===== src/rtl/ppm_encoder_pkg.sv =====
`default_nettype none
// ============================================================================
//  Module   : ppm_encoder_pkg
//  Purpose  : Shared PPM timing definitions (symbol, slot, pulse, SOF and EOF
//             chip boundaries) used by the encoder and a matching decoder.
//  Revision : 1.0  initial release
// ============================================================================
package ppm_encoder_pkg;

  // Symbol geometry in chips (one chip per clock)
  localparam logic [7:0] c_SYM_LEN  = 8'd128;
  localparam logic [7:0] c_SLOT_W   = 8'd32;
  localparam logic [7:0] c_PULSE_W  = 8'd16;

  // SOF pattern: low 0..15, high 16..79, low 80..95, high 96..127
  localparam logic [7:0] c_SOF_B0   = 8'd16;
  localparam logic [7:0] c_SOF_B1   = 8'd80;
  localparam logic [7:0] c_SOF_B2   = 8'd96;

  // EOF pulse starts at this chip and lasts one pulse width
  localparam logic [7:0] c_EOF_OFS  = 8'd32;

  // Last count of the 7-bit symbol counter
  localparam logic [6:0] c_CNT_LAST = 7'(c_SYM_LEN - 8'd1);

  // Symbol type fed to the chip generator
  typedef enum logic [1:0] {
    MODE_IDLE = 2'd0,
    MODE_SOF  = 2'd1,
    MODE_DATA = 2'd2,
    MODE_EOF  = 2'd3
  } mode_t;

  // True when pos lies in [lo, lo+len)
  function automatic logic in_window(input logic [7:0] pos,
                                     input logic [7:0] lo,
                                     input logic [7:0] len);
    return (pos >= lo) && (pos < (lo + len));
  endfunction

endpackage
`default_nettype wire


===== src/rtl/ppm_encoder_if.sv =====
`default_nettype none
// ============================================================================
//  Module   : ppm_encoder_if
//  Purpose  : Byte input handshake and PPM line outputs of the encoder.
//  Revision : 1.0  initial release
// ============================================================================
interface ppm_encoder_if;
  logic [7:0] Din;
  logic       D_en;
  logic       D_last;
  logic       D_rdy;
  logic       Dout;
  logic       busy;
  logic       underrun;

  // Byte source / line observer side
  modport master (
    output Din, D_en, D_last,
    input  D_rdy, Dout, busy, underrun
  );

  // Encoder side
  modport slave (
    input  Din, D_en, D_last,
    output D_rdy, Dout, busy, underrun
  );
endinterface
`default_nettype wire


===== src/rtl/ppm_symbol_gen.sv =====
`default_nettype none
// ============================================================================
//  Module   : ppm_symbol_gen
//  Purpose  : Maps (symbol mode, data value k, chip count) to the line level.
//             Output is 0 inside a pulse, 1 otherwise; purely combinational.
//  Revision : 1.0  initial release
// ============================================================================
module ppm_symbol_gen
  import ppm_encoder_pkg::*;
(
  input  mode_t      i_mode,
  input  logic [1:0] i_k,
  input  logic [6:0] i_cnt,
  output logic       o_chip
);

  logic [7:0] w_pos;
  logic [7:0] w_slot_lo;
  logic       w_low;

  // Decide whether the current chip falls inside a pulse
  always_comb begin
    w_pos     = {1'b0, i_cnt};
    // Data pulse sits in the second half of slot k
    w_slot_lo = ({6'd0, i_k} * c_SLOT_W) + (c_SLOT_W - c_PULSE_W);
    w_low     = 1'b0;
    case (i_mode)
      MODE_SOF:  w_low = in_window(w_pos, 8'd0, c_SOF_B0) ||
                         in_window(w_pos, c_SOF_B1, c_SOF_B2 - c_SOF_B1);
      MODE_DATA: w_low = in_window(w_pos, w_slot_lo, c_PULSE_W);
      MODE_EOF:  w_low = in_window(w_pos, c_EOF_OFS, c_PULSE_W);
      default:   w_low = 1'b0;
    endcase
    o_chip = ~w_low;
  end

endmodule
`default_nettype wire


===== src/rtl/ppm_encoder.sv =====
`default_nettype none
// ============================================================================
//  Module   : ppm_encoder
//  Purpose  : Byte-stream to 4-PPM line encoder. Frame = SOF symbol, four
//             symbols per byte (LS bit pair first), EOF symbol, idle gap.
//             All outputs are registered from next-state values so that the
//             line changes exactly on the chip boundaries.
//  Revision : 1.0  initial release
// ============================================================================
module ppm_encoder
  import ppm_encoder_pkg::*;
#(
  parameter int GAP_CLKS = 128
) (
  input  wire logic        clk,
  input  wire logic        rst,
  ppm_encoder_if.slave     bus
);

  localparam int c_GW = (GAP_CLKS > 1) ? $clog2(GAP_CLKS) : 1;
  localparam logic [c_GW-1:0] c_GAP_LAST = c_GW'(GAP_CLKS - 1);

  localparam logic [2:0] c_ST_IDLE = 3'd0;
  localparam logic [2:0] c_ST_SOF  = 3'd1;
  localparam logic [2:0] c_ST_DATA = 3'd2;
  localparam logic [2:0] c_ST_EOF  = 3'd3;
  localparam logic [2:0] c_ST_GAP  = 3'd4;

  logic [2:0]      r_state;
  logic [6:0]      r_cnt;
  logic [1:0]      r_sym;
  logic [7:0]      r_byte;
  logic            r_last;
  logic [c_GW-1:0] r_gap;
  logic            r_dout;
  logic            r_rdy;
  logic            r_busy;
  logic            r_under;

  logic [2:0]      w_state_nx;
  logic [6:0]      w_cnt_nx;
  logic [1:0]      w_sym_nx;
  logic [7:0]      w_byte_nx;
  logic            w_last_nx;
  logic [c_GW-1:0] w_gap_nx;
  logic            w_under_nx;
  logic            w_rdy_nx;
  logic            w_accept;
  logic            w_sym_end;
  mode_t           w_mode_nx;
  logic            w_chip_nx;

  // Next-state, counter and shift-register logic
  always_comb begin
    w_state_nx = r_state;
    w_cnt_nx   = r_cnt + 7'd1;
    w_sym_nx   = r_sym;
    w_byte_nx  = r_byte;
    w_last_nx  = r_last;
    w_gap_nx   = r_gap;
    w_under_nx = 1'b0;
    w_accept   = bus.D_en && r_rdy;
    w_sym_end  = (r_cnt == c_CNT_LAST);
    case (r_state)
      c_ST_IDLE: begin
        w_cnt_nx = 7'd0;
        if (w_accept) begin
          w_state_nx = c_ST_SOF;
          w_byte_nx  = bus.Din;
          w_last_nx  = bus.D_last;
          w_sym_nx   = 2'd0;
          w_gap_nx   = '0;
        end
      end
      c_ST_SOF: begin
        if (w_sym_end) begin
          w_state_nx = c_ST_DATA;
          w_sym_nx   = 2'd0;
        end
      end
      c_ST_DATA: begin
        if (w_sym_end) begin
          if (r_sym != 2'd3) begin
            w_sym_nx  = r_sym + 2'd1;
            w_byte_nx = {2'b00, r_byte[7:2]};
          end else if (w_accept) begin
            // Back-to-back byte: next symbol starts without a gap
            w_sym_nx  = 2'd0;
            w_byte_nx = bus.Din;
            w_last_nx = bus.D_last;
          end else begin
            w_state_nx = c_ST_EOF;
            w_under_nx = ~r_last;
          end
        end
      end
      c_ST_EOF: begin
        if (w_sym_end) begin
          w_state_nx = c_ST_GAP;
          w_gap_nx   = '0;
        end
      end
      c_ST_GAP: begin
        w_cnt_nx = 7'd0;
        w_gap_nx = r_gap + c_GW'(1);
        if (r_gap == c_GAP_LAST) begin
          w_state_nx = c_ST_IDLE;
          w_gap_nx   = '0;
        end
      end
      default: begin
        w_state_nx = c_ST_IDLE;
        w_cnt_nx   = 7'd0;
      end
    endcase

    // Ready only in IDLE or at the very last chip of a non-final byte
    w_rdy_nx = (w_state_nx == c_ST_IDLE) ||
               ((w_state_nx == c_ST_DATA) && (w_cnt_nx == c_CNT_LAST) &&
                (w_sym_nx == 2'd3) && !w_last_nx);

    case (w_state_nx)
      c_ST_SOF:  w_mode_nx = MODE_SOF;
      c_ST_DATA: w_mode_nx = MODE_DATA;
      c_ST_EOF:  w_mode_nx = MODE_EOF;
      default:   w_mode_nx = MODE_IDLE;
    endcase
  end

  ppm_symbol_gen u_symbol_gen (
    .i_mode (w_mode_nx),
    .i_k    (w_byte_nx[1:0]),
    .i_cnt  (w_cnt_nx),
    .o_chip (w_chip_nx)
  );

  // State and registered outputs; reset aborts any frame with the line high
  always_ff @(posedge clk) begin
    if (!rst) begin
      r_state <= c_ST_IDLE;
      r_cnt   <= 7'd0;
      r_sym   <= 2'd0;
      r_byte  <= 8'd0;
      r_last  <= 1'b0;
      r_gap   <= '0;
      r_dout  <= 1'b1;
      r_rdy   <= 1'b0;
      r_busy  <= 1'b0;
      r_under <= 1'b0;
    end else begin
      r_state <= w_state_nx;
      r_cnt   <= w_cnt_nx;
      r_sym   <= w_sym_nx;
      r_byte  <= w_byte_nx;
      r_last  <= w_last_nx;
      r_gap   <= w_gap_nx;
      r_dout  <= w_chip_nx;
      r_rdy   <= w_rdy_nx;
      r_busy  <= (w_state_nx != c_ST_IDLE);
      r_under <= w_under_nx;
    end
  end

  assign bus.Dout     = r_dout;
  assign bus.D_rdy    = r_rdy;
  assign bus.busy     = r_busy;
  assign bus.underrun = r_under;

endmodule
`default_nettype wire


===== src/flat_wrapper.sv =====
// flat-port wrapper written by rule: the top's interface ports become plain ports
module ppm_encoder_flat import ppm_encoder_pkg::*;
#(
  parameter int GAP_CLKS = 128
)
  (clk, rst, bus_Din, bus_D_en, bus_D_last, bus_D_rdy, bus_Dout, bus_busy, bus_underrun);
  ppm_encoder_if bus_i ();
  input  wire logic clk;
  input  wire logic rst;
  input wire logic [$bits(bus_i.Din)-1:0] bus_Din;
  input wire logic [$bits(bus_i.D_en)-1:0] bus_D_en;
  input wire logic [$bits(bus_i.D_last)-1:0] bus_D_last;
  output wire logic [$bits(bus_i.D_rdy)-1:0] bus_D_rdy;
  output wire logic [$bits(bus_i.Dout)-1:0] bus_Dout;
  output wire logic [$bits(bus_i.busy)-1:0] bus_busy;
  output wire logic [$bits(bus_i.underrun)-1:0] bus_underrun;
  assign bus_i.Din = bus_Din;
  assign bus_i.D_en = bus_D_en;
  assign bus_i.D_last = bus_D_last;
  assign bus_D_rdy = bus_i.D_rdy;
  assign bus_Dout = bus_i.Dout;
  assign bus_busy = bus_i.busy;
  assign bus_underrun = bus_i.underrun;
  ppm_encoder #(.GAP_CLKS(GAP_CLKS)) u_core (.clk(clk), .rst(rst), .bus(bus_i));
endmodule

===== config.mk =====
export PLATFORM = sky130hd
export DESIGN_NAME = ppm_encoder_flat
export DESIGN_NICKNAME = d
export VERILOG_FILES = /design/src/rtl/ppm_encoder_pkg.sv /design/src/rtl/ppm_encoder_if.sv /design/src/rtl/ppm_symbol_gen.sv /design/src/rtl/ppm_encoder.sv /design/src/flat_wrapper.sv
export SDC_FILE = /design/constraint.sdc
export NUM_CORES = 1
export LEC_CHECK = 0
export CORE_ASPECT_RATIO = 0.9
export CORE_MARGIN = 2
export CORE_UTILIZATION = 61
export CTS_CLUSTER_SIZE = 14
export DETAILED_ROUTE_END_ITERATION = 10
export MAX_ROUTING_LAYER = met4
export PLACE_DENSITY_LB_ADDON = 0.05
export SLEW_MARGIN = 20
export SYNTH_ARGS = -nofsm -noshare
export SYNTH_HDL_FRONTEND = slang
export SYNTH_SLANG_ARGS = --single-unit

===== constraint.sdc =====
create_clock -name clk -period 6.4 [get_ports clk]
set_input_delay 1.92 -clock clk [delete_from_list [all_inputs] [get_ports clk]]
set_output_delay 1.92 -clock clk [all_outputs]
set_load 0.05 [all_outputs]

==> run_results.csv, run 1 <==
group,metric,value,unit
outcome,status,"finished clean",
route,wl_per_cell,15.8,µm
yosys,yosysCellCount,232,
clock_tree,tritoncts_num_sinks,32,
global_route,grt_residual_overflow,0,
global_route,track_usage,29.9,%
worst_setup_path,r2r_setup_slack,3.08,ns
clock_tree,cts_max_path_buffers,2,
run,timing.max_cap.violations,0,
power,power.leakage,0.816,nW
worst_setup_path,cp_data_required_time,6.67,ns
route,drt_drc_violations_left,0,
final_timing,final.period_utilization,73.0,%
final_timing,finalWorstPathRequiredPeriod,4.67,ns
worst_setup_path,r2r.worst_path.cells,14,
clock_tree,post_cts_resized,0,
placed_design,gp_congestion,0.980,
yosys,synth_area,1840,µm²
clock_tree,cts_tree,"done",
global_route,grt_antenna_before_repair,0,
yosys,numSynthFlops,32,
global_route,grt_start_max_net_pins,22,
yosys,synth_area_leader,"sky130_fd_sc_hd__dfxtp_1",
final_timing,hold_viol,0,
power,power.density_cell_area,179,nW/µm²
clock_tree,path_clk_slew,0.08,ns
worst_setup_path,path_max_fanout,12,
cells_and_area,nFillCells,226,
route,vias,1767,
clock_tree,hold_buffers,0,
final_timing,fin_worst_skew,0.00576,ns
final_timing,worst_pin_slew,0.698,ns
global_route,first_pass_grt_wire_length,7.51,mm
yosys,synth-seq-area-share,34.8,%
worst_setup_path,regToRegEndpoint,"u_core.bus.Dout",
yosys,syn-mean-instance-area,7.93,µm²
final_timing,timing.setup.tns,0,ns
yosys,yosysTopAreaCellShare,34.8,%
cells_and_area,register_area,641,µm²
placed_design,dp.final_hpwl,3.36,mm
worst_setup_path,cp_cell_sequence,"clkdlybuf4s50_1, nand2_1, o21ai_0, nor3_1, a2111oi_1, inv_1, ha_1, inv_1, ha_1, nor2b_1, o21bai_1, a41o_1, a21oi_1",
route,detailedRoute.firstPassIterationCount,4,
cells_and_area,area_delta_synth_final,11.0,%
yosys,synthesis.yosys.warnings,0,
cells_and_area,design.final.nets,265,
clock_tree,cts.htree.levels,2,
-- run 1: logic make-up after synthesis --
group | count (synthesis) | synth area share, %
simple gates | 108 | 30.5
compound gates | 57 | 20.6
flops | 32 | 34.8
buf+inv | 17 | 3.61
fa+ha+maj | 8 | 5.44
xor+xnor | 6 | 2.86
mux | 4 | 2.18
-- run 1: worst max-delay path: cells and delay by family --
| kind | cells | cell delay, ns |
|---|---|---|
| fa+ha+maj | 2 | 0.55 |
| simple gates | 3 | 0.48 |
| buf+inv | 3 | 0.66 |
| compound gates | 5 | 1.33 |
-- run 1: state kept, by name, indices dropped and copies added, names as in the netlist --
register             cells
u_core.r_byte            8
u_core.r_cnt             7
u_core.r_gap             7
u_core.r_state           3
u_core.r_sym             2
u_core.bus.D_rdy         1
u_core.bus.Dout          1
u_core.bus.busy          1
u_core.bus.underrun      1
u_core.r_last            1
-- run 1: cell type report --
| type | count | share of cell area [%] |
|---|---|---|
| clock buffers | 5 | 1.84 |
| inverters | 8 | 1.47 |
| multi-input cells | 183 | 55.5 |
| flip-flops and latches | 32 | 31.4 |
| well taps | 40 | 2.45 |
| repair buffers | 15 | 7.36 |
-- run 1: cells in the final DEF (no fill, tap or decap), types with 3 or more instances in the layout --
cell type                         Yosys  layout
sky130_fd_sc_hd__nand2b_1             4       4
sky130_fd_sc_hd__nor3_1               9       9
sky130_fd_sc_hd__dfxtp_1             32      32
sky130_fd_sc_hd__a21oi_1             19      19
sky130_fd_sc_hd__a221oi_1             5       5
sky130_fd_sc_hd__xnor2_1              4       4
sky130_fd_sc_hd__a22oi_1              3       3
sky130_fd_sc_hd__o21ai_0              6       6
sky130_fd_sc_hd__clkdlybuf4s50_1      0      15
sky130_fd_sc_hd__and2_1               3       3
sky130_fd_sc_hd__nand3b_1             4       4
sky130_fd_sc_hd__inv_1                8       8
sky130_fd_sc_hd__nand3_1              6       6
sky130_fd_sc_hd__and3_1               7       7
sky130_fd_sc_hd__clkbuf_4             0       5
sky130_fd_sc_hd__nor2_1              38      38
sky130_fd_sc_hd__ha_1                 8       8
sky130_fd_sc_hd__a21o_1               6       6
sky130_fd_sc_hd__mux2i_1              4       4
sky130_fd_sc_hd__nand2_1             19      19
-- run 1: report_power, final --
group	switching, mW	internal, mW
sequential	0.00523	0.205
clock	0.0620	0.0366
combinational	0.0334	0.0238
-- run 1: stage by stage --
stage,hold WS (ns),instances,total power [mW],instance area [µm²]
6_report,0.482,283,0.366,2040
3_5_place_dp,0.467,278,0.271,2000
4_1_cts,0.485,283,0.367,2040
3_3_place_gp,0.455,278,0.268,2000
2_1_floorplan,0.437,232,0.251,1840
5_1_grt,0.516,283,0.382,2040
-- run 1: metal layers --
| layer | wire length [µm] | track usage [%] | vias to the layer above |
|---|---|---|---|
| met4 | 89 | 11.6 | 0 |
| met2 | 2150 | 45.0 | 60 |
| li1 | - | - | 850 |
| met1 | 1970 | 38.4 | 848 |
| met5 | 0 | - | - |
| met3 | 258 | 6.74 | 9 |
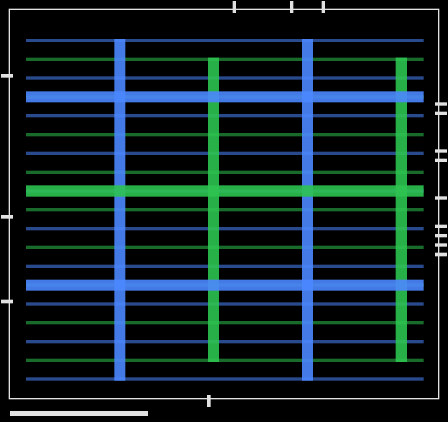
run_1/floorplan.png
Scale bar: 20 µm. Pins as bars on the die edge.
legend:
  blue:
    net: VSS
  green:
    net: VDD
met5 straps: 3
rows: 18
signal pins: 16
core region area: 2820 µm²
chip height: 56.1 µm
horizontal die dimension: 61.9 µm
Worst VDD drop: 0.162 mV

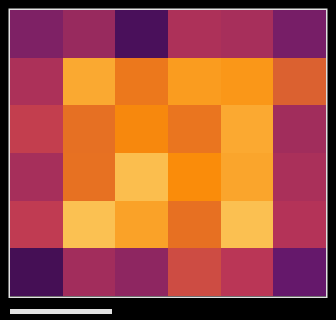
run_1/util_map.png
Scale bar: 20 µm. 6 x 6 tiles, from black (low) to pale yellow (high), 0 to 100% covered.
tiles over 75% full: 25%
fullest tile: 87%
densest ninth of the die: center
final core occ: 72.5%
effective utilization at floorplan: 65.3%

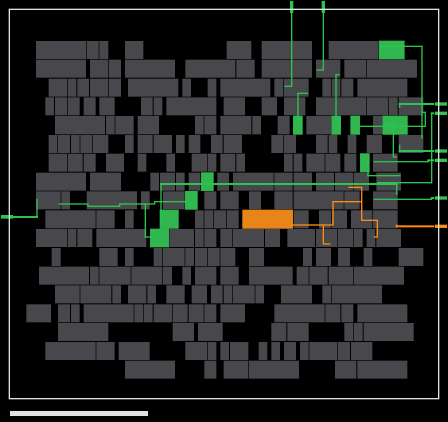
run_1/port_trees.png
Scale bar: 20 µm.
legend:
  orange:
    port: bus_D_rdy
    bits: 1
    direction: output
    edge: right
    end_cells: 1
    buffers: 1
    wire: 34.4 µm
  green:
    port: bus_Din
    bits: 8
    direction: input
    edge: 5 right, 2 top, 1 left
    end_cells: 10
    buffers: 8
    wire: 199 µm
number of I/O pins: 16
port buffer count: 15

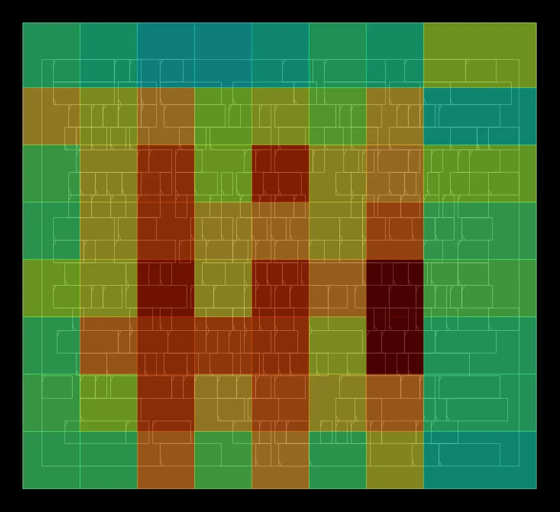
run_1/congestion_map.png
global routing met1 resource utilization: 38.4%
global routing usage on met3: 6.74%
layer carrying the most global-route usage: met2

==> inputs of run 2 (changes only) <==
CORE_UTILIZATION = 51   (was 61)
clock period = 3.84 ns   (was 6.4 ns; I/O delays follow)
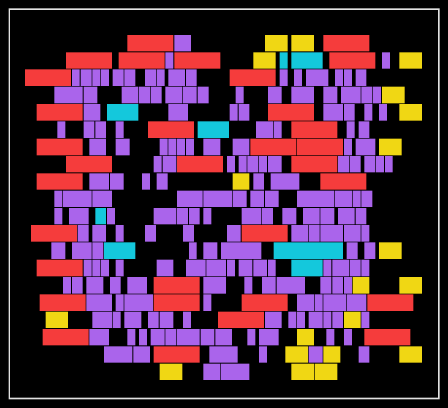
run_2/class_map.png
legend:
  yellow:
    class: remaining buffers and delay cells
    cells: 20
    share_of_their_area: 8.9%
  red:
    class: registers
    cells: 32
    share_of_their_area: 31%
  cyan:
    class: clock drivers and dummy loads
    cells: 8
    share_of_their_area: 5.1%
  purple:
    class: remaining logic cells
    cells: 191
    share_of_their_area: 55%
fraction of area in registers: 29.8%
final std cell area, no fill: 2150 µm²
final core occ: 63.3%
core region area: 3400 µm²

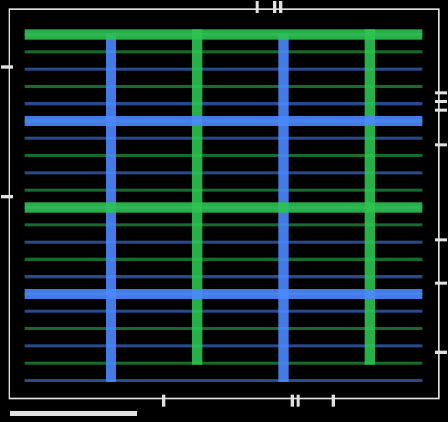
run_2/floorplan.png
Scale bar: 20 µm. Pins as bars on the die edge.
legend:
  green:
    net: VDD
  blue:
    net: VSS
met5 straps: 4
met4 straps: 4
horizontal die dimension: 67.3 µm
Worst VDD drop: 0.252 mV
chip height: 61.0 µm

==> run 2 against run 1 <==
  * Synthesized area did not move
  * Non-clock buffer count rose by 5
  * Cell count rose by 4.2%
  * Highest routed layer unchanged
==> run_results.csv, run 2 <==
group,metric,value,unit
clock_tree,path_clk_slew,0.07,ns
clock_tree,cts_max_path_buffers,2,
global_route,grt_start_max_net_pins,15,
yosys,numSynthFlops,32,
final_timing,final.period_utilization,93.3,%
final_timing,finalWorstPathRequiredPeriod,3.58,ns
worst_setup_path,r2r.worst_path.cells,14,
worst_setup_path,cp_cell_sequence,"clkdlybuf4s50_1, nand2_1, o21ai_0, nor3_1, a2111oi_1, inv_1, ha_1, inv_1, ha_1, nor2b_1, o21bai_1, a41o_1, a21oi_1",
global_route,grt_antenna_before_repair,0,
global_route,first_pass_grt_wire_length,7.54,mm
cells_and_area,area_delta_synth_final,17.1,%
final_timing,hold_viol,0,
die,ios,16,
final_timing,worst_pin_slew,0.519,ns
yosys,synthesis.yosys.warnings,0,
worst_setup_path,path_max_fanout,6,
final_timing,fin_worst_skew,0.00349,ns
cells_and_area,design.final.nets,270,
cells_and_area,mostFrequentLayoutCell,"sky130_fd_sc_hd__nor2_1",
placed_design,placedInstanceArea,2050,µm²
placed_design,port_buffers,15,
clock_tree,post_cts_resized,0,
worst_setup_path,regToRegEndpoint,"u_core.bus.Dout",
run,timing.max_cap.violations,0,
min_path,hold_path_end,"u_core.r_cnt[0]",
clock_tree,tritoncts_num_sinks,32,
cells_and_area,largest-register,"u_core.r_byte",
worst_setup_path,cp_data_required_time,4.06,ns
yosys,syn-mean-instance-area,7.93,µm²
cells_and_area,final_cell_count_no_fill,295,
global_route,grt_residual_overflow,0,
route,vias,1733,
yosys,synth_area_leader,"sky130_fd_sc_hd__dfxtp_1",
route,wl_per_cell,15.3,µm
clock_tree,cts_buffers,5,
placed_design,dpl.cell_count,287,
outcome,status,"finished clean",
global_route,track_usage,25.6,%
worst_setup_path,path_class,"in2reg",
cells_and_area,largest_registers,"u_core.r_byte x8, u_core.r_cnt x7, u_core.r_gap x7",
clock_tree,hold_buffers,0,
clock_tree,cts.htree.levels,2,
placed_design,gp_congestion,0.881,
worst_setup_path,r2r_setup_slack,0.72,ns
yosys,yosysTopAreaCellShare,34.8,%
route,drt_drc_violations_left,0,
route,detailedRoute.firstPassIterationCount,4,
worst_setup_path,critical_path_buf_inv_count,3,
cells_and_area,lay_top_cells,"sky130_fd_sc_hd__nor2_1 (38), sky130_fd_sc_hd__dfxtp_1 (32), sky130_fd_sc_hd__nand2_1 (19), sky130_fd_sc_hd__a21oi_1 (19), sky130_fd_sc_hd__clkdlybuf4s50_1 (15)",
yosys,synth_area,1840,µm²
placed_design,dp.final_hpwl,3.28,mm
power,power.density_cell_area,357,nW/µm²
## run 2: cell counts after synthesis
Identical to the previous run, type by type.
## run 2: worst max path at each step
stage,startpoint,depth (start not counted),end,slack [ns]
6_report,bus_D_en,13,u_core.bus.Dout,0.26
5_1_grt,bus_D_en,14,u_core.bus.Dout,0.05
4_1_cts,bus_D_en,13,u_core.bus.Dout,0.29
3_3_place_gp,bus_D_en,13,u_core.bus.Dout,0.13
3_5_place_dp,bus_D_en,13,u_core.bus.Dout,-0.002
2_1_floorplan,bus_D_en,13,u_core.bus.Dout,0.47
## run 2: worst register-to-register path: stages, from the launching register on
cell,delay [ns]
sky130_fd_sc_hd__dfxtp_1,0.39
sky130_fd_sc_hd__ha_1,0.26
sky130_fd_sc_hd__and4_4,0.29
sky130_fd_sc_hd__nand3_4,0.13
sky130_fd_sc_hd__nor3_1,0.20
sky130_fd_sc_hd__nor3_1,0.09
sky130_fd_sc_hd__a2111oi_1,0.50
sky130_fd_sc_hd__inv_1,0.10
sky130_fd_sc_hd__ha_1,0.30
sky130_fd_sc_hd__inv_1,0.04
sky130_fd_sc_hd__ha_1,0.25
sky130_fd_sc_hd__nor2b_1,0.12
sky130_fd_sc_hd__o21bai_1,0.07
sky130_fd_sc_hd__a41o_1,0.23
sky130_fd_sc_hd__a21oi_1,0.10
## run 2: routing by layer
| layer | routed length, µm | GRT usage, % |
|---|---|---|
| met1 | 2060 | 30.7 |
| met2 | 2180 | 42.4 |
| met3 | 202 | 4.82 |
| met4 | 76 | 10.5 |
| met5 | 0 | - |
## run 2: final cells by class
type | count | area [µm²]
timing repair buffer | 20 | 188
fill | 312 | 1250
sequential | 32 | 641
clock inverter | 2 | 35.0
clock buffer | 6 | 72.6
inverter | 8 | 30.0
multi-input combinational | 183 | 1130
tap | 44 | 55.1
## run 2: cells by family after synthesis
kind of cell / after synthesis / synth area share, %
xor gates and xnor gates: 6 / 2.86
and+or+nand+nor: 108 / 30.5
muxes: 4 / 2.18
buffers and inverters: 17 / 3.61
adders and majority gates: 8 / 5.44
AOI/OAI and AO/OA: 57 / 20.6
DFF: 32 / 34.8
## run 2: through the flow
stage | hold slack [ns] | utilization [%] | power, mW | setup slack (ns) | TNS [ns]
3_5_place_dp | 0.473 | 60.1 | 0.457 | -0.00212 | -0.00212
6_report | 0.480 | 63.3 | 0.769 | 0.256 | 0
5_1_grt | 0.525 | 63.3 | 0.799 | 0.0527 | 0
4_1_cts | 0.484 | 63.3 | 0.774 | 0.289 | 0
3_3_place_gp | 0.458 | 60.1 | 0.454 | 0.129 | 0
2_1_floorplan | 0.437 | - | 0.419 | 0.471 | 0
## run 2: where the power goes
group | switching, mW | internal, mW | total, mW
Clock | 0.125 | 0.192 | 0.317
Combinational | 0.0573 | 0.0444 | 0.102
Sequential | 0.00883 | 0.342 | 0.350
==> inputs of run 3 (changes only) <==
RECOVER_POWER = 100   (was default)
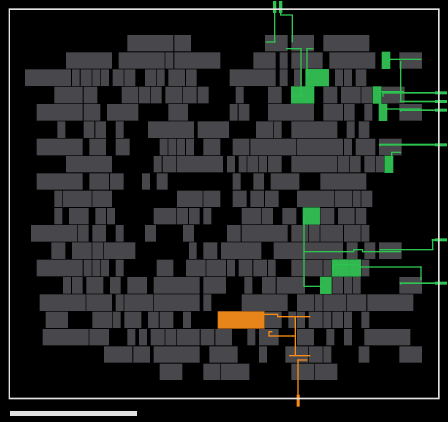
run_3/port_trees.png
Scale bar: 20 µm.
legend:
  green:
    port: bus_Din
    bits: 8
    direction: input
    edge: 6 right, 2 top
    end_cells: 10
    buffers: 8
    wire: 145 µm
  orange:
    port: bus_D_rdy
    bits: 1
    direction: output
    edge: bottom
    end_cells: 1
    buffers: 1
    wire: 29.3 µm

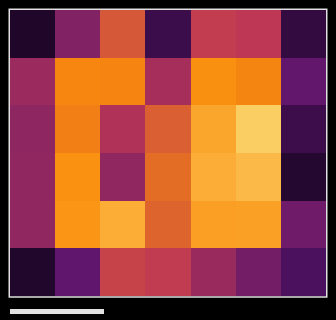
run_3/util_map.png
Scale bar: 20 µm. 7 x 6 tiles, from black (low) to pale yellow (high), 0 to 100% covered.
fullest tile: 89%
mean over tiles: 51%
tiles over 75% full: 24%
effective utilization at floorplan: 54.0%
final core occ: 62.7%

==> run 3 against run 2 <==
  * Clock power barely moved
  * Hold slack barely moved
  * Synthesized area stayed put
  * Utilization fell by 0.59 points
  * Sequential cell count stayed put
  * First-iteration DRC count up 47%
  * Global-route usage unchanged
  * Largest power group unchanged
==> run_results.csv, run 3 <==
group,metric,value,unit
clock_tree,hold_buffers,0,
worst_setup_path,path_class,"in2reg",
power,intPower,0.574,mW
worst_setup_path,r2r_setup_slack,0.74,ns
clock_tree,tritoncts_num_sinks,32,
power,p_sw,0.190,mW
route,drt_drc_violations_left,0,
clock_tree,post_cts_resized,0,
global_route,track_usage,25.6,%
cells_and_area,nFillCells,316,
die,die_y,61.0,µm
global_route,first_pass_grt_wire_length,7.54,mm
clock_tree,path_clk_slew,0.07,ns
route,vias,1722,
die,die_w,67.3,µm
yosys,synth.logic.top_family,"simple AND/OR/NAND/NOR gates",
final_timing,finalWorstPathRequiredPeriod,3.57,ns
final_timing,fin_worst_skew,0.00350,ns
yosys,synth.mux.area_fraction,2.18,%
die,core_area,3400,µm²
clock_tree,cts.htree.levels,2,
yosys,synth_area_leader,"sky130_fd_sc_hd__dfxtp_1",
final_timing,min_hold_slack,0.480,ns
power,sw_share,24.9,%
cells_and_area,mostFrequentLayoutCell,"sky130_fd_sc_hd__nor2_1",
yosys,aoi_share,20.6,%
power,power.density_cell_area,358,nW/µm²
worst_setup_path,path_max_fanout,6,
route,ant_nets,0,
clock_tree,cts_buffers,5,
final_timing,worst_pin_slew,0.634,ns
final_timing,hold_viol,0,
cells_and_area,area_delta_synth_final,16.0,%
route,met2_length,2.16,mm
yosys,synthAdderAreaFrac,5.44,%
route,detailedRoute.firstPassIterationCount,4,
final_timing,drv_slew,0,
cells_and_area,largest-register,"u_core.r_byte",
power,ir_drop,0.252,mV
final_timing,final.period_utilization,93.0,%
yosys,postSynth.topFlopCell,"sky130_fd_sc_hd__dfxtp_1",
route,dr.max_layer_used,"met4",
worst_setup_path,regToRegEndpoint,"u_core.bus.Dout",
global_route,grt_start_max_net_pins,15,
placed_design,dp.final_hpwl,3.28,mm
die,ios,16,
cells_and_area,largest_registers,"u_core.r_byte x8, u_core.r_cnt x7, u_core.r_gap x7",
worst_setup_path,r2r.worst_path.cells,14,
run,timing.max_cap.violations,0,
yosys,edff_count_synth,0,
cells_and_area,lay_top_cells,"sky130_fd_sc_hd__nor2_1 (38), sky130_fd_sc_hd__dfxtp_1 (32), sky130_fd_sc_hd__nand2_1 (19), sky130_fd_sc_hd__a21oi_1 (19), sky130_fd_sc_hd__clkdlybuf4s50_1 (10)",
power,power.leakage,0.859,nW
yosys,synthSimpleGateAreaFrac,30.5,%
yosys,numSynthFlops,32,
power,power.clock.fraction,41.5,%
clock_tree,cts_max_path_buffers,2,
yosys,synthXorXnorAreaFrac,2.86,%
power,p_comb_share,12.7,%
global_route,grt_residual_overflow,0,
yosys,synth_area,1840,µm²
power,post-layout-total-power,0.764,mW
placed_design,port_buffers,15,
outcome,status,"finished clean",
final_timing,timing.setup.tns,0,ns
placed_design,gp_congestion,0.881,
cells_and_area,design.final.nets,270,
min_path,hold_path_end,"u_core.r_cnt[0]",
power,pwr-share-seq,45.8,%
route,wl_per_cell,15.3,µm
yosys,syn-mean-instance-area,7.93,µm²
yosys,yosysTopAreaCellShare,34.8,%
yosys,synthesis.yosys.warnings,0,
worst_setup_path,cp_data_required_time,4.06,ns
-- run 3: through the flow --
stage / worst slack (ns) / instance area (µm²) / cells
after floorplan: 0.471 / 1840 / 232
after global placement: 0.129 / 2050 / 287
after detailed placement: -0.00212 / 2050 / 287
after CTS: 0.289 / 2150 / 295
after global routing: 0.0592 / 2130 / 295
final: 0.270 / 2130 / 295
-- run 3: how the worst max path moves through the flow --
stage | startpoint | end | slack, ns
2_1_floorplan | bus_D_en | u_core.bus.Dout | 0.47
3_3_place_gp | bus_D_en | u_core.bus.Dout | 0.13
3_5_place_dp | bus_D_en | u_core.bus.Dout | -0.002
4_1_cts | bus_D_en | u_core.bus.Dout | 0.29
5_1_grt | bus_D_en | u_core.bus.Dout | 0.06
6_report | bus_D_en | u_core.bus.Dout | 0.27
-- run 3: cell type report --
cell class | count | area, µm² | area share [%]
Clock buffer | 6 | 72.6 | 3.40
Clock inverter | 2 | 35.0 | 1.64
Inverter | 8 | 30.0 | 1.41
Multi-Input combinational cell | 183 | 1130 | 52.8
Sequential cell | 32 | 641 | 30.0
Tap cell | 44 | 55.1 | 2.58
Timing Repair Buffer | 20 | 173 | 8.09
-- run 3: routing by layer --
layer,global-route usage (%),up-vias
met1,30.7,803
met2,42.4,49
met4,10.5,0
met5,-,-
li1,-,859
met3,4.82,11
-- run 3: critical path: stages --
cell,delay (ns)
sky130_fd_sc_hd__clkdlybuf4s50_1,0.52
sky130_fd_sc_hd__nand2_1,0.16
sky130_fd_sc_hd__o21ai_0,0.19
sky130_fd_sc_hd__nor3_1,0.06
sky130_fd_sc_hd__a2111oi_1,0.48
sky130_fd_sc_hd__inv_1,0.11
sky130_fd_sc_hd__ha_1,0.30
sky130_fd_sc_hd__inv_1,0.04
sky130_fd_sc_hd__ha_1,0.25
sky130_fd_sc_hd__nor2b_1,0.12
sky130_fd_sc_hd__o21bai_1,0.07
sky130_fd_sc_hd__a41o_1,0.23
sky130_fd_sc_hd__a21oi_1,0.10
-- run 3: cells by family after synthesis --
kind of cell    Yosys count
simple gates            108
xor+xnor                  6
fa+ha+maj                 8
compound gates           57
mux                       4
flops                    32
buf+inv                  17
-- run 3: power by group through the flow --
stage | clock network (mW) | registers, mW | logic, mW
6_report | 0.317 | 0.350 | 0.0971
2_1_floorplan | 0 | 0.365 | 0.0537
3_5_place_dp | 0 | 0.357 | 0.100
5_1_grt | 0.337 | 0.351 | 0.107
4_1_cts | 0.322 | 0.350 | 0.101
3_3_place_gp | 0 | 0.357 | 0.0974
Power figures rest on the tool's default switching activity, not on a simulated workload.
